## config.mk

```make
export PLATFORM = sky130hd
export DESIGN_NAME = ksa_var_flat
export DESIGN_NICKNAME = d
export VERILOG_FILES = /design/src/rtl/ksa_var_pkg.sv /design/src/rtl/ksa_var_if.sv /design/src/rtl/ksa_var_keyidx.sv /design/src/rtl/ksa_var.sv /design/src/flat_wrapper.sv
export SDC_FILE = /design/constraint.sdc
export NUM_CORES = 1
export LEC_CHECK = 0
export CAP_MARGIN = 40
export CORE_MARGIN = 2
export CORE_UTILIZATION = 35
export CTS_CLUSTER_SIZE = 8
export DETAILED_ROUTE_END_ITERATION = 7
export HOLD_SLACK_MARGIN = 0.15
export SLEW_MARGIN = 30
export SYNTH_ARGS = -nofsm -noshare
export SYNTH_HDL_FRONTEND = slang
export SYNTH_SLANG_ARGS = --single-unit
```

## constraint.sdc

```tcl
create_clock -name clk -period 4.7 [get_ports clk]
set_input_delay 0.47 -clock clk [delete_from_list [all_inputs] [get_ports clk]]
set_output_delay 0.47 -clock clk [all_outputs]
set_load 0.01 [all_outputs]
```

## src/rtl/ksa_var_pkg.sv

```systemverilog
// ksa_var shared types and helpers.
// State encoding, S-array size and key byte selection.
package ksa_pkg;

    localparam int S_SIZE  = 256;
    localparam int KEY_MAX = 32;

    typedef enum logic [2:0] {
        IDLE,
        INIT,
        RD_I,
        RD_J,
        WR_J,
        WR_I
    } ksa_state_t;

    // Byte idx of a key_bytes-long key held LSB-aligned; byte 0 is the MSB.
    function automatic logic [7:0] key_byte(
        input logic [8*KEY_MAX-1:0] key,
        input logic [4:0]           idx,
        input int                   key_bytes
    );
        return key[8*(key_bytes-1-int'(idx)) +: 8];
    endfunction

endpackage

```

## src/rtl/ksa_var_if.sv

```systemverilog
// ksa_var bus: controller handshake plus S-memory port.
// slave is the engine side, master the controller/memory side.
interface ksa_var_if #(
    parameter int KEY_BYTES = 3
);
    logic                   en;
    logic                   rdy;
    logic [8*KEY_BYTES-1:0] key;
    logic [7:0]             addr;
    logic [7:0]             rddata;
    logic [7:0]             wrdata;
    logic                   wren;

    modport slave (
        input  en, key, rddata,
        output rdy, addr, wrdata, wren
    );

    modport master (
        output en, key, rddata,
        input  rdy, addr, wrdata, wren
    );
endinterface

```

## src/rtl/ksa_var_keyidx.sv

```systemverilog
// Key byte index counter, modulo KEY_BYTES.
// Cleared at start, stepped once per KSA iteration.
module ksa_keyidx #(
    parameter int KEY_BYTES = 3
) (
    input  logic       clk,
    input  logic       rst,
    input  logic       clr,
    input  logic       step,
    output logic [4:0] idx
);
    logic [4:0] idx_q;
    logic [4:0] idx_d;

    // Next index: clear wins, otherwise wrap at KEY_BYTES-1.
    always_comb begin
        idx_d = idx_q;
        if (clr) begin
            idx_d = '0;
        end else if (step) begin
            if (idx_q == 5'(KEY_BYTES - 1)) begin
                idx_d = '0;
            end else begin
                idx_d = idx_q + 5'd1;
            end
        end
    end

    // Index register.
    always_ff @(posedge clk or posedge rst) begin
        if (rst) begin
            idx_q <= '0;
        end else begin
            idx_q <= idx_d;
        end
    end

    assign idx = idx_q;
endmodule

```

## src/rtl/ksa_var.sv

```systemverilog
// ARC4 key-scheduling engine with optional identity fill.
// Drives an external 256x8 synchronous S-memory.
module ksa_var
    import ksa_pkg::*;
#(
    parameter int KEY_BYTES = 3,
    parameter int DO_INIT   = 1
) (
    input logic      clk,
    input logic      rst,
    ksa_var_if.slave bus
);
    ksa_state_t             state_q, state_d;
    logic                   rdy_q, rdy_d;
    logic [7:0]             i_q, i_d;
    logic [7:0]             j_q, j_d;
    logic [7:0]             k_q, k_d;
    logic [7:0]             si_q, si_d;
    logic [7:0]             sj_q, sj_d;
    logic [8*KEY_BYTES-1:0] key_q, key_d;

    logic [7:0] addr;
    logic [7:0] wrdata;
    logic       wren;
    logic [7:0] jn;
    logic       kidx_clr;
    logic       kidx_step;
    logic [4:0] kidx;

    ksa_keyidx #(.KEY_BYTES(KEY_BYTES)) u_keyidx (
        .clk  (clk),
        .rst  (rst),
        .clr  (kidx_clr),
        .step (kidx_step),
        .idx  (kidx)
    );

    // Next-state and memory-port decode; addr in RD_J follows rddata.
    always_comb begin
        state_d   = state_q;
        rdy_d     = rdy_q;
        i_d       = i_q;
        j_d       = j_q;
        k_d       = k_q;
        si_d      = si_q;
        sj_d      = sj_q;
        key_d     = key_q;
        addr      = '0;
        wrdata    = '0;
        wren      = 1'b0;
        kidx_clr  = 1'b0;
        kidx_step = 1'b0;
        jn        = j_q + bus.rddata
                  + key_byte((8*KEY_MAX)'(key_q), kidx, KEY_BYTES);
        unique case (state_q)
            IDLE: begin
                if (bus.en) begin
                    key_d    = bus.key;
                    i_d      = '0;
                    j_d      = '0;
                    k_d      = '0;
                    rdy_d    = 1'b0;
                    kidx_clr = 1'b1;
                    state_d  = (DO_INIT != 0) ? INIT : RD_I;
                end
            end
            INIT: begin
                addr   = k_q;
                wrdata = k_q;
                wren   = 1'b1;
                k_d    = k_q + 8'd1;
                if (k_q == 8'(S_SIZE - 1)) begin
                    i_d     = '0;
                    state_d = RD_I;
                end
            end
            RD_I: begin
                addr    = i_q;
                state_d = RD_J;
            end
            RD_J: begin
                si_d    = bus.rddata;
                addr    = jn;
                j_d     = jn;
                state_d = WR_J;
            end
            WR_J: begin
                sj_d    = bus.rddata;
                addr    = j_q;
                wrdata  = si_q;
                wren    = 1'b1;
                state_d = WR_I;
            end
            WR_I: begin
                addr   = i_q;
                wrdata = sj_q;
                wren   = 1'b1;
                if (i_q == 8'(S_SIZE - 1)) begin
                    rdy_d   = 1'b1;
                    state_d = IDLE;
                end else begin
                    i_d       = i_q + 8'd1;
                    kidx_step = 1'b1;
                    state_d   = RD_I;
                end
            end
            default: begin
                rdy_d   = 1'b1;
                state_d = IDLE;
            end
        endcase
    end

    // State and datapath registers.
    always_ff @(posedge clk or posedge rst) begin
        if (rst) begin
            state_q <= IDLE;
            rdy_q   <= 1'b1;
            i_q     <= '0;
            j_q     <= '0;
            k_q     <= '0;
            si_q    <= '0;
            sj_q    <= '0;
            key_q   <= '0;
        end else begin
            state_q <= state_d;
            rdy_q   <= rdy_d;
            i_q     <= i_d;
            j_q     <= j_d;
            k_q     <= k_d;
            si_q    <= si_d;
            sj_q    <= sj_d;
            key_q   <= key_d;
        end
    end

    assign bus.rdy    = rdy_q;
    assign bus.addr   = addr;
    assign bus.wrdata = wrdata;
    assign bus.wren   = wren;
endmodule

```

## src/flat_wrapper.sv

```systemverilog
// flat-port wrapper written by rule: the top's interface ports become plain ports
module ksa_var_flat import ksa_pkg::*;
#(
    parameter int KEY_BYTES = 3,
    parameter int DO_INIT   = 1
)
  (clk, rst, bus_en, bus_key, bus_rddata, bus_rdy, bus_addr, bus_wrdata, bus_wren);
  ksa_var_if #(.KEY_BYTES(KEY_BYTES)) bus_i ();
  input logic clk;
  input logic rst;
  input wire logic [$bits(bus_i.en)-1:0] bus_en;
  input wire logic [$bits(bus_i.key)-1:0] bus_key;
  input wire logic [$bits(bus_i.rddata)-1:0] bus_rddata;
  output wire logic [$bits(bus_i.rdy)-1:0] bus_rdy;
  output wire logic [$bits(bus_i.addr)-1:0] bus_addr;
  output wire logic [$bits(bus_i.wrdata)-1:0] bus_wrdata;
  output wire logic [$bits(bus_i.wren)-1:0] bus_wren;
  assign bus_i.en = bus_en;
  assign bus_i.key = bus_key;
  assign bus_i.rddata = bus_rddata;
  assign bus_rdy = bus_i.rdy;
  assign bus_addr = bus_i.addr;
  assign bus_wrdata = bus_i.wrdata;
  assign bus_wren = bus_i.wren;
  ksa_var #(.KEY_BYTES(KEY_BYTES), .DO_INIT(DO_INIT)) u_core (.clk(clk), .rst(rst), .bus(bus_i));
endmodule
```

Fig. 1: run 1, clock network drawn from the DEF
Scale bar: 20 um.
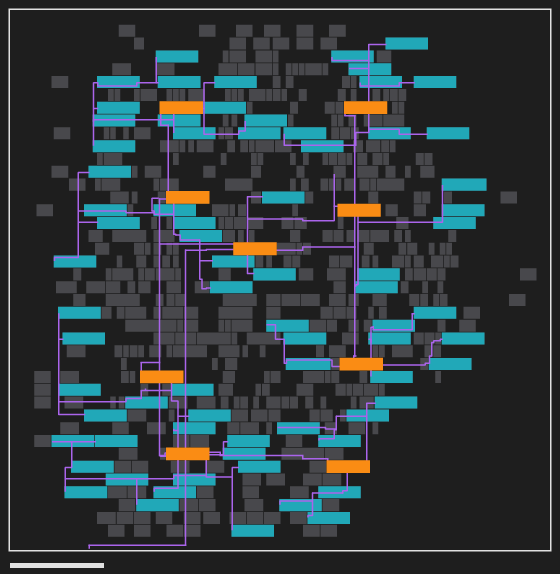
clock wires -> purple  # length 1020 um
clock drivers -> orange  # count 9
flip-flops -> cyan  # count 73
routed clock nets = 10

Fig. 2: run 1, cells by drive strength
Scale bar: 20 um.
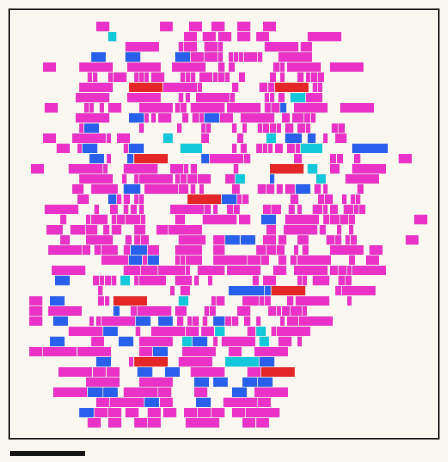
_0 and _1 cells -> magenta  # cells 418, most used dfrtp_1
_3 and _4 cells -> cyan  # cells 16, most used buf_4
_2 cells -> blue  # cells 54, most used mux2_2
_6 and larger -> red  # cells 9, most used clkbuf_16

Fig. 3: run 1, clock nets
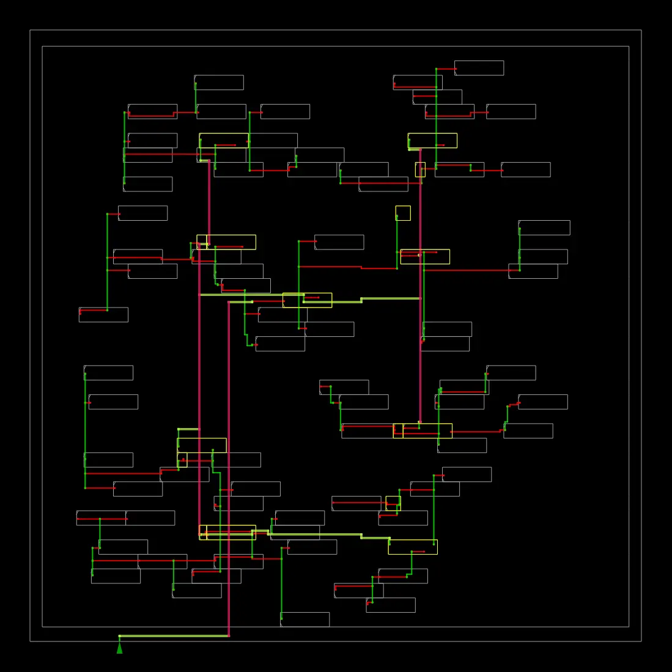
clk pwr: 614 uW
Flops: 73
TritonCTS Buffers: 9
clock sinks: 73

==> impl_metrics.py, run 1 <==
# Metrics from the implementation run
metrics = {
    "detailed_routing": {
        "drc": 0,
        "via_count": 3396,
        "drt_wl_total_um": 10600,
        "drt_iter0_drc": 213,
        "vias_per_cell": 5.27,
    },
    "final_timing": {
        "timing.final.ws_setup_ps": 253,
        "rsz0062_at_grt": "false",
        "hold_slack_ps": 472,
        "fin_crit_ps": 4450,
        "hold_viol": 0,
    },
    "worst_setup_path": {
        "cp_slowest_cell": "clkdlybuf4s50_1",
        "worst-path-max-fanout": 5,
        "slowest_delay_ps": 580,
        "worstSetupPathType": "reg2out",
        "end_kind": "output pin",
        "cp_cell_sequence": "ha_4 > mux2i_1 > nor2_1 > a21oi_1 > nor2_1 > fa_1 > ha_1 > inv_1 > fa_1 > xnor2_1 > mux2_2 > a22oi_1 > o22ai_1 > clkdlybuf4s50_1",
        "required_ps": 4230,
    },
    "yosys": {
        "synth-seq-area-share_pct": 42.7,
        "async_flop_share_pct": 100,
        "edf_count": 0,
        "synthDistinctLibCells": 54,
        "ys_warn_count": 0,
        "ys_seq_elements": 73,
    },
    "run_status": {
        "status": "finished, final reports clean",
    },
    "grt": {
        "grt_pass1_vias": 3475,
        "grt_most_used_layer": "met2",
        "met3_usage_pct": 2.49,
        "grtUsageMet1_pct": 23.3,
    },
    "floorplanning": {
        "die_area_um2": 13100,
        "rows": 40,
        "die_w_um": 115,
        "initial_core_util_pct": 35.8,
        "die.size.y_um": 115,
    },
    "power": {
        "p_leak_nw": 2.30,
        "p_total_mw": 3.74,
    },
    "placement": {
        "io_buffers": 52,
        "placed_area_um2": 4930,
        "placed_cells": 628,
    },
    "clock_network": {
        "hold_buffers": 0,
        "tritoncts": "built",
        "cts-root-buf": "clkbuf_16",
    },
    "job": {
        "cap_violations": 0,
        "warnings": 27,
    },
    "cells_and_area": {
        "lay_top_count": "dfrtp_1",
        "final_core_util_pct": 43.8,
    },
}
-- run 1: metal layers --
layer  vias to the layer above  part of all wire [%]
met2                        69                    48
met3                        12                   4.1
met4                         0                   1.7
met1                      1666                    46
li1                       1649                     -
met5                         -                     0
-- run 1: flip-flops by register name, summed over array words and instances, names as in the netlist --
signal               count
u_core.state_q           3
u_core.sj_q              8
u_core.j_q               8
u_core.i_q               8
u_core.k_q               8
u_core.bus.rdy           1
u_core.key_q            24
u_core.u_keyidx.idx      5
u_core.si_q              8
-- run 1: final cells by class --
cell class | instances | area [um2]
Sequential cell | 73 | 1830
Clock buffer | 10 | 229
Inverter | 10 | 40.0
Timing Repair Buffer | 61 | 591
Tap cell | 147 | 184
Fill cell | 1156 | 6730
Clock inverter | 6 | 35.0
Multi-Input combinational cell | 337 | 2330
-- run 1: cells by family (layout without fill, tap and decap cells) --
| family | count (synthesis) | in the layout | share of synthesized area (%) |
|---|---|---|---|
| simple gates | 156 | 156 | 16.9 |
| compound gates | 96 | 96 | 13.4 |
| flops | 73 | 73 | 42.7 |
| mux | 59 | 59 | 14.9 |
| buf+inv | 32 | 87 | 3.83 |
| fa+ha+maj | 18 | 18 | 6.67 |
| xor+xnor | 8 | 8 | 1.64 |
-- run 1: cell usage after synthesis, types with 2 or more instances --
cell,number,share of area [%]
xor2_1,4,0.82
nor2b_1,5,0.73
mux2i_1,22,5.1
nand2b_1,4,0.58
a22oi_1,6,1.1
mux2_2,37,9.7
a21o_1,2,0.35
ha_1,10,2.9
fa_1,8,3.7
nor2_1,53,4.6
o31ai_1,2,0.35
buf_4,2,0.35
a22o_1,4,0.82
nand3_1,6,0.70
o21ai_0,19,2.2
o21ai_1,15,1.8
buf_6,3,0.79
nand4_1,5,0.73
buf_2,8,0.94
o211ai_1,2,0.35
nor3_1,5,0.58
dfrtp_1,72,42
nand2_1,56,4.9
a21oi_1,29,3.4
inv_1,9,0.79
nor2_2,2,0.29
a31oi_1,4,0.58
xnor2_1,4,0.82
clkbuf_1,7,0.61
o22ai_1,4,0.58
and2_1,7,1.0
a211oi_1,2,0.35
and3_1,3,0.44
-- run 1: worst paths after layout --
path | from | endpoint | slack, ps | cells after the start
min reg2reg | u_core.si_q[7]$_DFFE_PP0P_ | u_core.si_q[7]$_DFFE_PP0P_ | 470 | 2
max reg2reg | u_core.u_keyidx.idx[1]$_DFFE_PP0P_ | u_core.j_q[7]$_DFFE_PP0P_ | 1300 | 14
min | u_core.si_q[7]$_DFFE_PP0P_ | u_core.si_q[7]$_DFFE_PP0P_ | 470 | 2
max | u_core.u_keyidx.idx[1]$_DFFE_PP0P_ | bus_addr[3] | 250 | 14
min in group asynchronous | rst | u_core.sj_q[2]$_DFFE_PP0P_ | 560 | 2
max in group asynchronous | rst | u_core.u_keyidx.idx[1]$_DFFE_PP0P_ | 3320 | 3
-- run 1: report_power, final --
group,switching (mW),internal (mW)
logic,1.07,0.967
registers,0.210,0.877
clock network,0.261,0.353
total,1.54,2.20
-- run 1: timing repair --
action / 4_1_cts / 5_1_grt
gates resized: 2 / 5
pin swaps: 1 / 0
endpoints found under the setup margin: 1 / 3
Fig. 4: run 1, sequential cells grouped by signal name
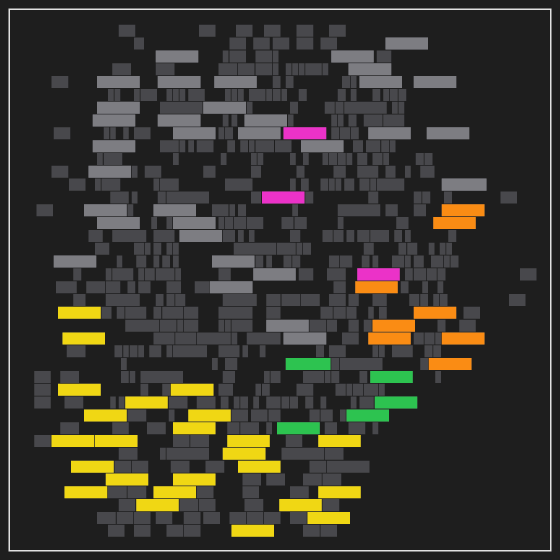

==> inputs of run 2 (changes only) <==
--- a/config.mk
+++ b/config.mk
@@ -12,5 +12,5 @@
 export DETAILED_ROUTE_END_ITERATION = 7
 export HOLD_SLACK_MARGIN = 0.15
-export SLEW_MARGIN = 30
+export SETUP_SLACK_MARGIN = 0.05
 export SYNTH_ARGS = -nofsm -noshare
 export SYNTH_HDL_FRONTEND = slang
==> constraint.sdc (replaced) <==
create_clock -name clk -period 4.7 [get_ports clk]
set_input_delay 0.47 -clock clk [delete_from_list [all_inputs] [get_ports clk]]
set_output_delay 0.47 -clock clk [all_outputs]
set_load 0.02 [all_outputs]
Fig. 5: run 2, sequential cells grouped by signal name
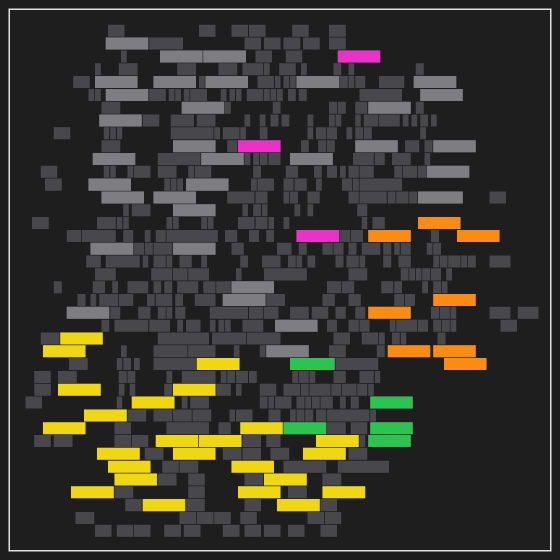
u_core.u_keyidx.idx -> green  # placed flops 5
u_core.state_q -> magenta  # placed flops 3
u_core.key_q -> yellow  # placed flops 24
u_core.i_q -> orange  # placed flops 8, where right middle
not coloured = 33
flop share of the area: 34.0%
Final Util: 45.0%
Register Area: 1830 um2
Seq. pwr: 1.11 mW

==> run 2 against run 1 <==
Compared with the run above: die area unchanged; worst hold slack lost 100 ps; combinational power up 5%; via count grew 0.47%; first-iteration DRC count decreased by 30%; sequential share of layout area is 0.97 points lower; sequential cell count did not move; clock skew grew 3.5 ps; fmax grew 1.9%; global-route usage about the same; register-to-register slack lost 50 ps; design area increased by 2.8%.
==> impl_metrics.py, run 2 <==
# Metrics from the implementation run
metrics = {
    "run_status": {
        "status": "finished, final reports clean",
    },
    "yosys": {
        "top_cell_area_share_pct": 42.1,
        "yosys-top-cells-area": "dfrtp_1 (42%), mux2_2 (9.7%), mux2i_1 (5.1%)",
        "edf_count": 0,
        "synth-seq-area-share_pct": 42.7,
        "ys_warn_count": 0,
        "yosysTopAreaCell": "dfrtp_1",
    },
    "job": {
        "cap_violations": 0,
        "warnings": 27,
    },
    "clock_network": {
        "cts-root-buf": "clkbuf_16",
    },
    "floorplanning": {
        "die_w_um": 115,
    },
    "detailed_routing": {
        "via_count": 3412,
        "vias_per_cell": 5.27,
    },
    "final_timing": {
        "rsz0062_at_grt": "false",
        "hold_viol": 0,
        "hold_slack_ps": 371,
        "fin_crit_ps": 4360,
    },
    "cells_and_area": {
        "layout.area.comb_um2": 2340,
        "lay_top_count": "dfrtp_1",
    },
    "worst_setup_path": {
        "worstSetupPathType": "reg2out",
        "slowest_delay_ps": 490,
    },
    "placement": {
        "placed_area_um2": 4980,
    },
}
## run 2: cell counts after synthesis
No cell type changed its count.
## run 2: area by class of cell
type,count,share of cell area (%)
clock buffer,10,4.44
clock inverter,6,2.12
inverter,10,0.697
multi-input combinational,337,43.4
sequential,73,34.0
tap,147,3.42
timing repair buffer,65,11.9
## run 2: stage by stage
| stage | power [mW] | worst slack, ps |
|---|---|---|
| floorplan | 2.56 | 523 |
| global placement | 3.11 | 289 |
| detailed placement | 3.17 | 232 |
| CTS | 4.01 | 62.0 |
| global route | 4.39 | 84.5 |
| finish | 4.07 | 336 |
## run 2: logic make-up (layout without fill, tap and decap cells)
family | Yosys count | after routing | share of synthesized area (%)
AND-OR/OR-AND | 96 | 96 | 13.4
AND/OR/NAND/NOR | 156 | 156 | 16.9
adder cells (fa/ha/maj) | 18 | 18 | 6.67
buffers and inverters | 32 | 91 | 3.83
multiplexers | 59 | 59 | 14.9
XOR/XNOR | 8 | 8 | 1.64
flip-flops | 73 | 73 | 42.7
## run 2: routing by layer
metal | vias up | wire, um | global-route usage (%)
met5 | - | 0 | 0
met4 | 0 | 222 | 7.24
met3 | 13 | 421 | 1.91
met2 | 78 | 5210 | 27.8
met1 | 1660 | 4860 | 24.4
li1 | 1661 | - | -
## run 2: worst paths after layout
kind	startpoint	to	slack, ps
worst min-delay path	rst	u_core.sj_q[3]$_DFFE_PP0P_	370
min in group clk	u_core.si_q[7]$_DFFE_PP0P_	u_core.si_q[7]$_DFFE_PP0P_	470
worst max-delay path	u_core.u_keyidx.idx[1]$_DFFE_PP0P_	bus_addr[7]	340
max in group asynchronous	rst	u_core.u_keyidx.idx[1]$_DFFE_PP0P_	3700
worst min register to register	u_core.si_q[7]$_DFFE_PP0P_	u_core.si_q[7]$_DFFE_PP0P_	470
worst max register to register	u_core.u_keyidx.idx[1]$_DFFE_PP0P_	u_core.j_q[7]$_DFFE_PP0P_	1250
## run 2: power by group
part	internal [mW]	switching, mW
clock network	0.535	0.268
logic	1.01	1.14
registers	0.876	0.237
total	2.42	1.65
## run 2: critical path, delay by kind of cell, from the launching register on
family	cells	cell delay, ps
and+or+nand+nor	4	400
muxes	1	190
adders and majority gates	4	1330
AOI/OAI and AO/OA	4	960
DFF	1	450
buffers and inverters	2	230
## run 2: what timing repair did
| item | in CTS | in global routing |
|---|---|---|
| endpoints found under the setup margin | 3 | 6 |
| hold buffers | 0 | 0 |
| gates resized | 3 | 14 |
Fig. 6: run 2, clock nets
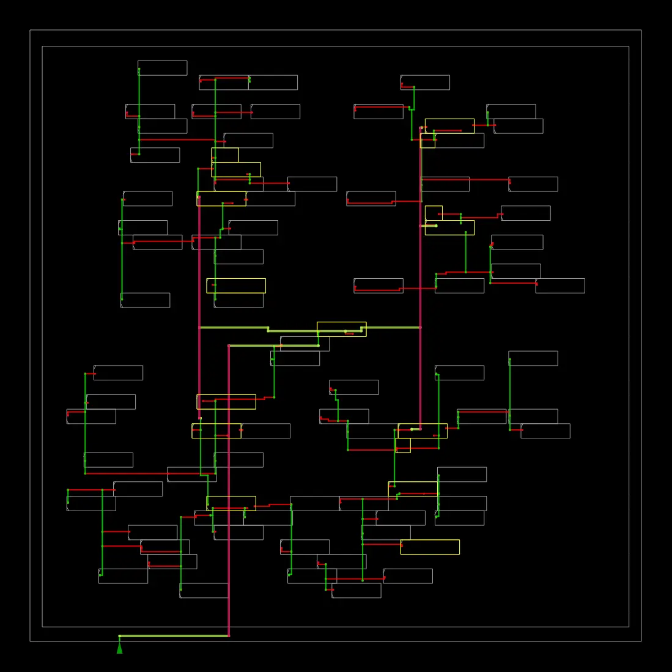

==> inputs of run 3 (changes only) <==
- SYNTH_HIERARCHICAL: default -> 1
Fig. 7: run 3, clock nets
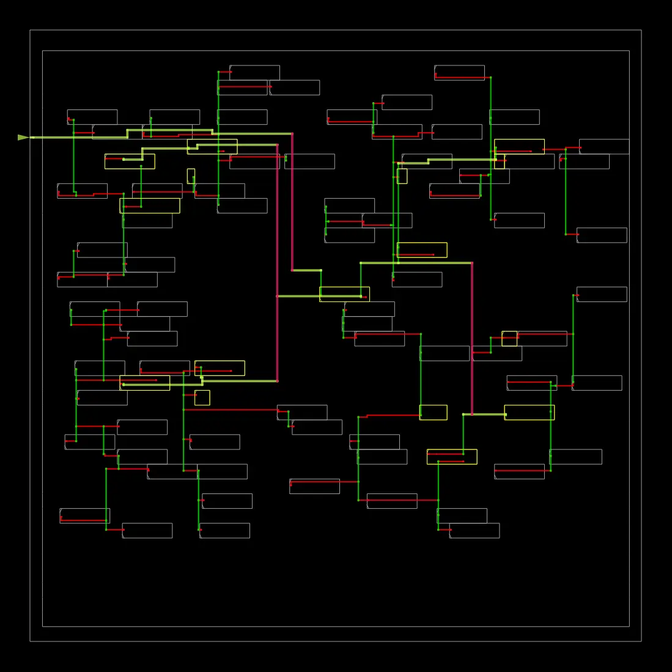
clk pwr: 690 uW
clock buffer count: 11
Final Skew: 7.51 ps
Insertion Delay late pin: 340 ps

==> run 3 against run 2 <==
Compared with the run above: via count shrank 3.8%; total power shrank 41%; critical path depth shrank 3; sequential power shrank 29%; non-clock buffer count shrank 4; wire length shrank 4.2%; largest cell class unchanged.
==> impl_metrics.py, run 3 <==
# Metrics from the implementation run
metrics = {
    "run_status": {
        "status": "finished, final reports clean",
    },
    "worst_setup_path": {
        "worst-path-max-fanout": 10,
        "worstSetupPathType": "reg2out",
        "required_ps": 4230,
        "end_kind": "output pin",
    },
    "power": {
        "netSwitchingPower_uw": 828,
        "p_total_mw": 2.39,
        "power_frac_clock_pct": 28.9,
        "swShare_pct": 34.7,
        "power_frac_comb_pct": 37.9,
    },
    "cells_and_area": {
        "largest_reg_flops": 24,
        "fill_cells": 1076,
        "largest-register": "u_core/key_q",
        "lay_top_count": "dfrtp_1",
    },
    "yosys": {
        "yosysTopAreaCell": "dfrtp_1",
        "ys_sh_mux_pct": 13.4,
        "ys_sh_adder_pct": 7.21,
        "ys_warn_count": 6,
        "edf_count": 0,
        "common_cells": "dfrtp_1 (72), nand2_1 (52), mux2_2 (41), nor2_1 (39), o21ai_0 (30)",
        "synth-seq-area-share_pct": 44.3,
        "ys_seq_elements": 73,
    },
    "final_timing": {
        "hold_viol": 0,
        "rsz0062_at_grt": "false",
    },
    "placement": {
        "io_buffers": 52,
    },
    "detailed_routing": {
        "drt_iter0_drc": 234,
        "vias_per_cell": 5.31,
        "drt_wl_total_um": 10300,
    },
    "floorplanning": {
        "die_area_um2": 12700,
        "rows": 39,
        "die_w_um": 113,
    },
    "job": {
        "warnings": 27,
        "cap_violations": 0,
    },
    "clock_network": {
        "hold_buffers": 0,
        "cts_sinks": 73,
        "cts_made_buffers": 9,
    },
}
[run 3: netlist changes by cell type after synthesis, sizes merged, moves of 10 or more]
cell	change
a21oi	-10
a22oi	+10
a31oi	+10
mux2i	-13
nor2	-14
[run 3: logic make-up after synthesis]
family,count (synthesis)
and+or+nand+nor,133
AOI/OAI and AO/OA,101
DFF,73
muxes,50
buffers and inverters,32
adders and majority gates,19
xor gates and xnor gates,8
[run 3: final timing paths]
path | startpoint | endpoint | slack, ps | depth (start not counted)
hold / removal | rst | u_core/u_keyidx/idx[3]$_DFFE_PP0P_ | 380 | 2
max in group asynchronous | rst | u_core/k_q[7]$_DFFE_PP0P_ | 3200 | 3
setup reg to reg | u_core/u_keyidx/idx[1]$_DFFE_PP0P_ | u_core/j_q[7]$_DFFE_PP0P_ | 1400 | 14
hold reg to reg | u_core/si_q[5]$_DFFE_PP0P_ | u_core/si_q[5]$_DFFE_PP0P_ | 480 | 2
min in group clk | u_core/si_q[5]$_DFFE_PP0P_ | u_core/si_q[5]$_DFFE_PP0P_ | 480 | 2
setup / recovery | u_core/u_keyidx/idx[1]$_DFFE_PP0P_ | bus_addr[3] | 310 | 12
[run 3: area by class of cell]
| type | count | area [um2] | share of cell area (%) |
|---|---|---|---|
| sequential | 73 | 1830 | 35.6 |
| inverter | 14 | 52.6 | 1.02 |
| tap | 143 | 179 | 3.49 |
| multi-input combinational | 311 | 2190 | 42.6 |
| clock buffer | 11 | 243 | 4.73 |
| clock inverter | 5 | 55.1 | 1.07 |
| timing repair buffer | 61 | 584 | 11.4 |
[run 3: through the flow]
| stage | hold slack, ps | util [%] | setup slack (ps) | instance area [um2] |
|---|---|---|---|---|
| after floorplan | 249 | - | 552 | 4130 |
| after global placement | 457 | 41.9 | 208 | 4810 |
| after detailed placement | 463 | 41.9 | 145 | 4810 |
| after CTS | 383 | 44.7 | 147 | 5120 |
| after global routing | 385 | 44.7 | 52.7 | 5130 |
| final | 381 | 44.7 | 307 | 5130 |
[run 3: power by group through the flow]
stage	clock, mW	combinational (mW)	sequential [mW]
final	0.690	0.904	0.791
after detailed placement	0	0.889	0.793
after CTS	0.703	0.907	0.788
after global placement	0	0.862	0.790
after global routing	0.738	1.01	0.805
after floorplan	0	0.633	0.774
[run 3: repair_timing]
| item | in CTS | in global routing |
|---|---|---|
| pin swaps | 0 | 0 |
| setup endpoints to repair | 4 | 5 |
| resized | 5 | 5 |
[run 3: routing by layer]
layer / track usage [%] / part of all wire (%) / vias to the layer above
met5: 0 / 0 / -
met4: 4.15 / 0.94 / 0
met3: 5.13 / 6.3 / 7
met2: 26.9 / 47 / 104
met1: 24.0 / 46 / 1590
li1: - / - / 1582
[run 3: worst max-delay path, cell delays in order, from the launching register on]
cell	delay (ps)
dfrtp_1	460
ha_4	360
buf_4	200
mux2i_1	200
nor2_1	50
a31oi_1	140
nor2_1	70
fa_1	440
ha_1	340
nor2b_1	170
nor3_1	340
a211o_1	180
clkdlybuf4s50_1	620
No activity file was given, so power comes from the tool's default toggle rates.
